Figure 1. Metal 2.
(1 px per um)
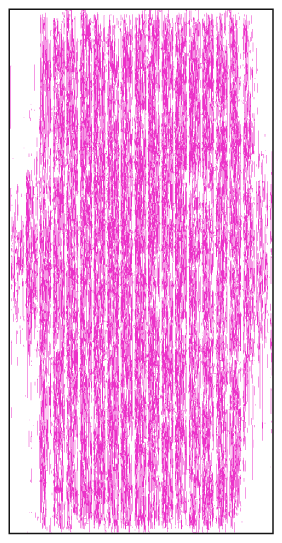
Figure 2. M3 wires.
(1 px per um) Cells faint in the background.
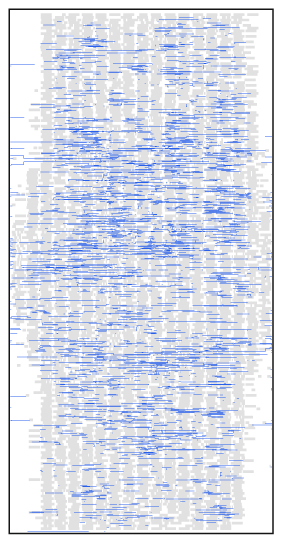
Figure 3. Wiring by layer.
(1 px per um)
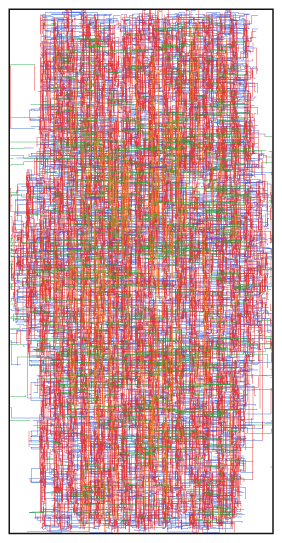
===== config.mk =====
export PLATFORM = sky130hd
export DESIGN_NAME = pingpong_buffer_slv
export DESIGN_NICKNAME = d
export VERILOG_FILES = /design/src/rtl/pingpong_buffer_slv.sv
export SDC_FILE = /design/constraint.sdc
export NUM_CORES = 2
export LEC_CHECK = 0
export CAP_MARGIN = 20
export CELL_PAD_IN_SITES_DETAIL_PLACEMENT = 1
export CELL_PAD_IN_SITES_GLOBAL_PLACEMENT = 1
export CORE_ASPECT_RATIO = 2
export CORE_UTILIZATION = 59
export CTS_CLUSTER_SIZE = 24
export DETAILED_ROUTE_END_ITERATION = 10
export GPL_TIMING_DRIVEN = 1
export PLACE_DENSITY = 0.88
export SYNTH_ARGS = -nofsm -noshare
export SYNTH_HDL_FRONTEND = slang
export SYNTH_SLANG_ARGS = --single-unit

===== constraint.sdc =====
create_clock -name clk_i -period 6.3 [get_ports clk_i]
set_clock_uncertainty 0.15 [all_clocks]
set_input_delay 1.575 -clock clk_i [delete_from_list [all_inputs] [get_ports clk_i]]
set_output_delay 1.575 -clock clk_i [all_outputs]
set_load 0.01 [all_outputs]

===== src/rtl/pingpong_buffer_slv.sv =====
// Purpose : AXI4 write slave filling two DEPTH_g-word banks ping-pong, draining full banks on a valid/ready stream.
// Latency : a bank is visible on m_valid_o in the cycle after its closing write edge; B follows wlast by one edge.
// Backpr. : wready drops while the current fill bank is still full; the drain stalls on m_ready_i.
//
// Ports   : clk_i/rst_n_i (async active-low), grant_i (AW arbitration gate),
//           s_axi_aw*/s_axi_w*/s_axi_b* (AXI4 write slave, awaddr/awlen ignored),
//           m_valid_o/m_ready_i/m_data_o/m_last_o (drain stream),
//           flush_i (only when PPBUF_FLUSH_EN is defined: closes a partial bank from A_IDLE).
module pingpong_buffer_slv #(
  parameter int AXI_DW_g = 64,
  parameter int AXI_AW_g = 32,
  parameter int DEPTH_g  = 16
) (
  input  logic                  clk_i,
  input  logic                  rst_n_i,
  input  logic                  grant_i,
  output logic                  s_axi_awready_o,
  input  logic                  s_axi_awvalid_i,
  input  logic [AXI_AW_g-1:0]   s_axi_awaddr_i,
  input  logic [7:0]            s_axi_awlen_i,
  input  logic [2:0]            s_axi_awsize_i,
  input  logic [1:0]            s_axi_awburst_i,
  output logic                  s_axi_wready_o,
  input  logic                  s_axi_wvalid_i,
  input  logic [AXI_DW_g-1:0]   s_axi_wdata_i,
  input  logic [AXI_DW_g/8-1:0] s_axi_wstrb_i,
  input  logic                  s_axi_wlast_i,
  input  logic                  s_axi_bready_i,
  output logic                  s_axi_bvalid_o,
  output logic [1:0]            s_axi_bresp_o,
`ifdef PPBUF_FLUSH_EN
  input  logic                  flush_i,
`endif
  output logic                  m_valid_o,
  input  logic                  m_ready_i,
  output logic [AXI_DW_g-1:0]   m_data_o,
  output logic                  m_last_o
);

  localparam int          IW      = $clog2(DEPTH_g);
  localparam int          SW      = AXI_DW_g / 8;
  localparam logic [2:0]  SIZE_OK = 3'($clog2(SW));
  localparam logic [1:0]  INCR    = 2'b01;

  typedef enum logic [1:0] {A_IDLE, A_DATA, A_RESP} a_state_t;

  a_state_t            r_state;
  a_state_t            w_state_nxt;
  logic                r_err;
  logic [1:0]          r_full;
  logic [IW:0]         r_len [2];
  logic                r_fill_bank;
  logic [IW-1:0]       r_fill_idx;
  logic                r_drain_bank;
  logic [IW-1:0]       r_drain_idx;
  logic [AXI_DW_g-1:0] r_mem [2][DEPTH_g];

  logic        w_awready, w_wready, w_bvalid;
  logic        w_aw_hs, w_w_hs, w_store, w_fill_wrap, w_flush, w_close;
  logic [IW:0] w_close_len;
  logic        w_m_valid, w_last_beat, w_m_hs;
  logic [1:0]  w_set, w_clr;
  logic        w_unused_ok;

  // Address and burst length carry no information for this buffer; wlast ends a burst.
  assign w_unused_ok = ^{s_axi_awaddr_i, s_axi_awlen_i};

  always_ff @(posedge clk_i or negedge rst_n_i) begin
    if (!rst_n_i) r_state <= A_IDLE;
    else          r_state <= w_state_nxt;
  end

  always_comb begin
    w_state_nxt = r_state;
    w_awready   = 1'b0;
    w_wready    = 1'b0;
    w_bvalid    = 1'b0;
    case (r_state)
      A_IDLE: begin
        w_awready = grant_i;
        if (grant_i && s_axi_awvalid_i) w_state_nxt = A_DATA;
      end
      A_DATA: begin
        w_wready = !r_full[r_fill_bank];
        if (s_axi_wvalid_i && w_wready && s_axi_wlast_i) w_state_nxt = A_RESP;
      end
      A_RESP: begin
        w_bvalid = 1'b1;
        if (s_axi_bready_i) w_state_nxt = A_IDLE;
      end
      default: w_state_nxt = A_IDLE;
    endcase
  end

  assign s_axi_awready_o = w_awready;
  assign s_axi_wready_o  = w_wready;
  assign s_axi_bvalid_o  = w_bvalid;
  assign s_axi_bresp_o   = (r_state == A_RESP && r_err) ? 2'b10 : 2'b00;

  assign w_aw_hs = (r_state == A_IDLE) && grant_i && s_axi_awvalid_i;
  assign w_w_hs  = (r_state == A_DATA) && s_axi_wvalid_i && w_wready;
  // Errored bursts are still handshaken but never touch storage or the fill pointer.
  assign w_store     = w_w_hs && !r_err;
  assign w_fill_wrap = w_store && (r_fill_idx == IW'(DEPTH_g - 1));

`ifdef PPBUF_FLUSH_EN
  assign w_flush = (r_state == A_IDLE) && flush_i && (r_fill_idx != '0) && !r_full[r_fill_bank];
`else
  assign w_flush = 1'b0;
`endif

  // Flush only fires in A_IDLE and a wrap only in A_DATA, so they never coincide.
  assign w_close     = w_fill_wrap || w_flush;
  assign w_close_len = w_fill_wrap ? (IW+1)'(DEPTH_g) : {1'b0, r_fill_idx};

  assign w_m_valid   = r_full[r_drain_bank];
  assign w_last_beat = w_m_valid && ({1'b0, r_drain_idx} == (r_len[r_drain_bank] - (IW+1)'(1)));
  assign w_m_hs      = w_m_valid && m_ready_i;

  // The filler only closes a non-full bank and the drain only clears a full one,
  // so set and clear always target different banks.
  assign w_set = w_close ? (r_fill_bank ? 2'b10 : 2'b01) : 2'b00;
  assign w_clr = (w_m_hs && w_last_beat) ? (r_drain_bank ? 2'b10 : 2'b01) : 2'b00;

  always_ff @(posedge clk_i or negedge rst_n_i) begin
    if (!rst_n_i) begin
      r_err        <= 1'b0;
      r_full       <= 2'b00;
      r_len[0]     <= '0;
      r_len[1]     <= '0;
      r_fill_bank  <= 1'b0;
      r_fill_idx   <= '0;
      r_drain_bank <= 1'b0;
      r_drain_idx  <= '0;
    end else begin
      if (w_aw_hs) r_err <= (s_axi_awburst_i != INCR) || (s_axi_awsize_i != SIZE_OK);

      r_full <= (r_full | w_set) & ~w_clr;

      if (w_close) begin
        r_len[r_fill_bank] <= w_close_len;
        r_fill_idx         <= '0;
        r_fill_bank        <= ~r_fill_bank;
      end else if (w_store) begin
        r_fill_idx <= r_fill_idx + IW'(1);
      end

      if (w_m_hs) begin
        if (w_last_beat) begin
          r_drain_idx  <= '0;
          r_drain_bank <= ~r_drain_bank;
        end else begin
          r_drain_idx <= r_drain_idx + IW'(1);
        end
      end
    end
  end

  // Bank storage is deliberately unreset; byte lanes with a low strobe keep old data.
  always_ff @(posedge clk_i) begin
    if (w_store) begin
      for (int i = 0; i < SW; i++) begin
        if (s_axi_wstrb_i[i]) r_mem[r_fill_bank][r_fill_idx][8*i +: 8] <= s_axi_wdata_i[8*i +: 8];
      end
    end
  end

  assign m_valid_o = w_m_valid;
  assign m_data_o  = r_mem[r_drain_bank][r_drain_idx];
  assign m_last_o  = w_last_beat;

endmodule


==> changes_impl.md <==
### Physical design

- Worst-margin pin slew: about 1.5 ns
- Clock transition at path regs: 0.08 ns
- Leading area contributor after synthesis: sky130_fd_sc_hd__edfxtp_1
- Setup Fix Bufs, Post-CTS: 1
- Initial antenna violation count: 12
- Most used cell, CP: sky130_fd_sc_hd__xnor2_1
- Diodes inserted: 17
- Required time of the worst setup path: 4.58 ns
- Int Power: approximately 21 mW
- Fraction of power consumed by the clock network: 0.418
- Final-layout clock buffer total: 197
- Worst-case register-to-register setup slack: ~1.2 ns
- IR Drop Worst-Case VDD: roughly 0.00026 V
- CP Capture Point: m_last_o
- Most used cells in the layout excluding fill and tap cells: 2,048 x sky130_fd_sc_hd__edfxtp_1, 624 x sky130_fd_sc_hd__mux4_2, 257 x sky130_fd_sc_hd__nor2_1, 187 x sky130_fd_sc_hd__clkbuf_16, 154 x sky130_fd_sc_hd__clkdlybuf4s50_1
- Net load switching power: 5.91 mW
- Static leakage: 28.1 nW
- Post-synth top area share: 0.769
- Count of endpoints failing setup in the final report: 0
- Beginning of the worst register-to-register path: r_state[0]$_DFFE_PN0P_
- Placer congestion estimate: 0.811
- Top power group: registers
- Seq_cells: around 2.1k
- Count of instantiated cells in the yosys netlist: 3,424
- WS Path Type: register to primary output
- Met2 routed wirelength: around 130,000 um
- Number of cells on the critical path: 7
- Area of all placed cells without fillers: a little over 90,000 sq um
- Total overflow reported by the global router: 0
- Buffer type at the clock tree root: sky130_fd_sc_hd__clkbuf_16
- Setup repair after global routing missed its margin: no
- Tapcells: ~1.7k
- Count of hold buffers inserted by post-cts repair: 0
- Most flop-heavy register: r_mem
- Dominant logic cell type in the layout: sky130_fd_sc_hd__edfxtp_1
- Number of vias per cell: around 7.5
- CP max stage delay: approximately 0.80 ns
- Clk ins delay skew pair: between 0.8 and 0.9 ns
- Post-synth tally of flip-flops with integrated enable: slightly above 2k
- Total Die Area: 137,000 sq um
- Switching share of power: 0.217
- Start point of the critical path: r_drain_bank$_DFFE_PN0N_
- CP Data Arrival Time: approximately 4.5 ns
- Ratio of final minimum period to clock period: 0.982
- Clock tree from TritonCTS: built
- Max Fanout on Critical Path: 17
- Sum Neg Setup Slack: 0 ns
- Result of the run: finished, violations left
- Largest buffer count on any clock path: 4
- Tightest hold margin: between 0.3 and 0.4 ns
- Highest-delay cell along the critical path: sky130_fd_sc_hd__dfrtp_4
- Portion of total power attributed to combinational logic: 0.026
- Metal-1 WL: 78,800 um
- Most frequent cell after synthesis: sky130_fd_sc_hd__edfxtp_1
- Area overhead of the layout relative to synthesis: 13.6%
- Comb. pwr: approximately 0.70 mW
- Number of max-cap violations: 1
- Number of instances in the synthesized netlist: around 3.4k
- Count of distinct cell types in the synthesized netlist: 34
- Max-slew violations: 1
- Highest routing layer actually used: met5
- Total Nets Final: between 3k and 4k
- Number of cells in the design after placement: around 5.2k
- Worst-case setup slack after placement: about 0.9 ns
- Violated checks: capacitance limit, slew limit
- Number of cell rows: approximately 190
- Proportion of cell area spent on the clock network: 0.0615
- Number of cells on the worst hold path: 1
- Worst hold path class: register to register
- Number of flip-flops and latches in the synthesized netlist: around 2.1k
- Dominant kind of combinational cell: multiplexers
- DRT antenna net count: 0
- Number of flip-flops in the largest register: roughly 2.0k
- Global-route met1 utilization: 0.397
- CORE AREA: ~130,000 sq um
- Endpoints failing hold: 0
- CP cell instances: mux2i_1 > ha_1 > xnor2_1 > xnor2_1 > nand4_1 > nor3_2 > clkdlybuf4s50_1
- Multi-input logic cell count: approximately 1.2k
- Biggest area contributors in the synthesized netlist: sky130_fd_sc_hd__edfxtp_1 77%, sky130_fd_sc_hd__mux4_2 18%, sky130_fd_sc_hd__nor2_1 1.2%
- List of most frequent post-synthesis cells: 2,048 x sky130_fd_sc_hd__edfxtp_1, 624 x sky130_fd_sc_hd__mux4_2, 259 x sky130_fd_sc_hd__nor2_1
- Dominant kind of cell: sequential cells
- Fraction of the mapped netlist area in compound gates: 0.00305
- Number of fill cells: around 9.9k
- Detail Placement HPWL: about 130,000 um
- Fraction of the core area occupied by cells at floorplan: 0.596
- Area taken by multi-input logic gates: roughly 17,000 sq um
About Figure 1:
- share of all routed wire: 52%
- nets with wire on the layer: 3,749
- longest straight run: 120 um
- main direction: vertical
- wire length on this layer: 128 mm
wire length reported by the detailed router: 247,000 um
met2 Track Usage GR: 0.587

About Figure 2:
- longest straight run: 116 um
- share of all routed wire: 10%
- wire length on this layer: 25.0 mm
- main direction: horizontal
- nets with wire on the layer: 1,358
GRT met3 Usage: 0.0553
total via count in the routed design: 41.8k

About Figure 3:
- green: M3 (wire length 25.0 mm)
- purple: M5 (wire length 60.7 um)
- red: M2 (wire length 128 mm)
- orange: M4 (wire length 15,100 um)
- blue: M1 (wire length 78.8 mm)
wire length per cell after detailed routing: 44.0 um
total routing usage reported by global routing: 0.332

Power and IR drop assume default switching activity.
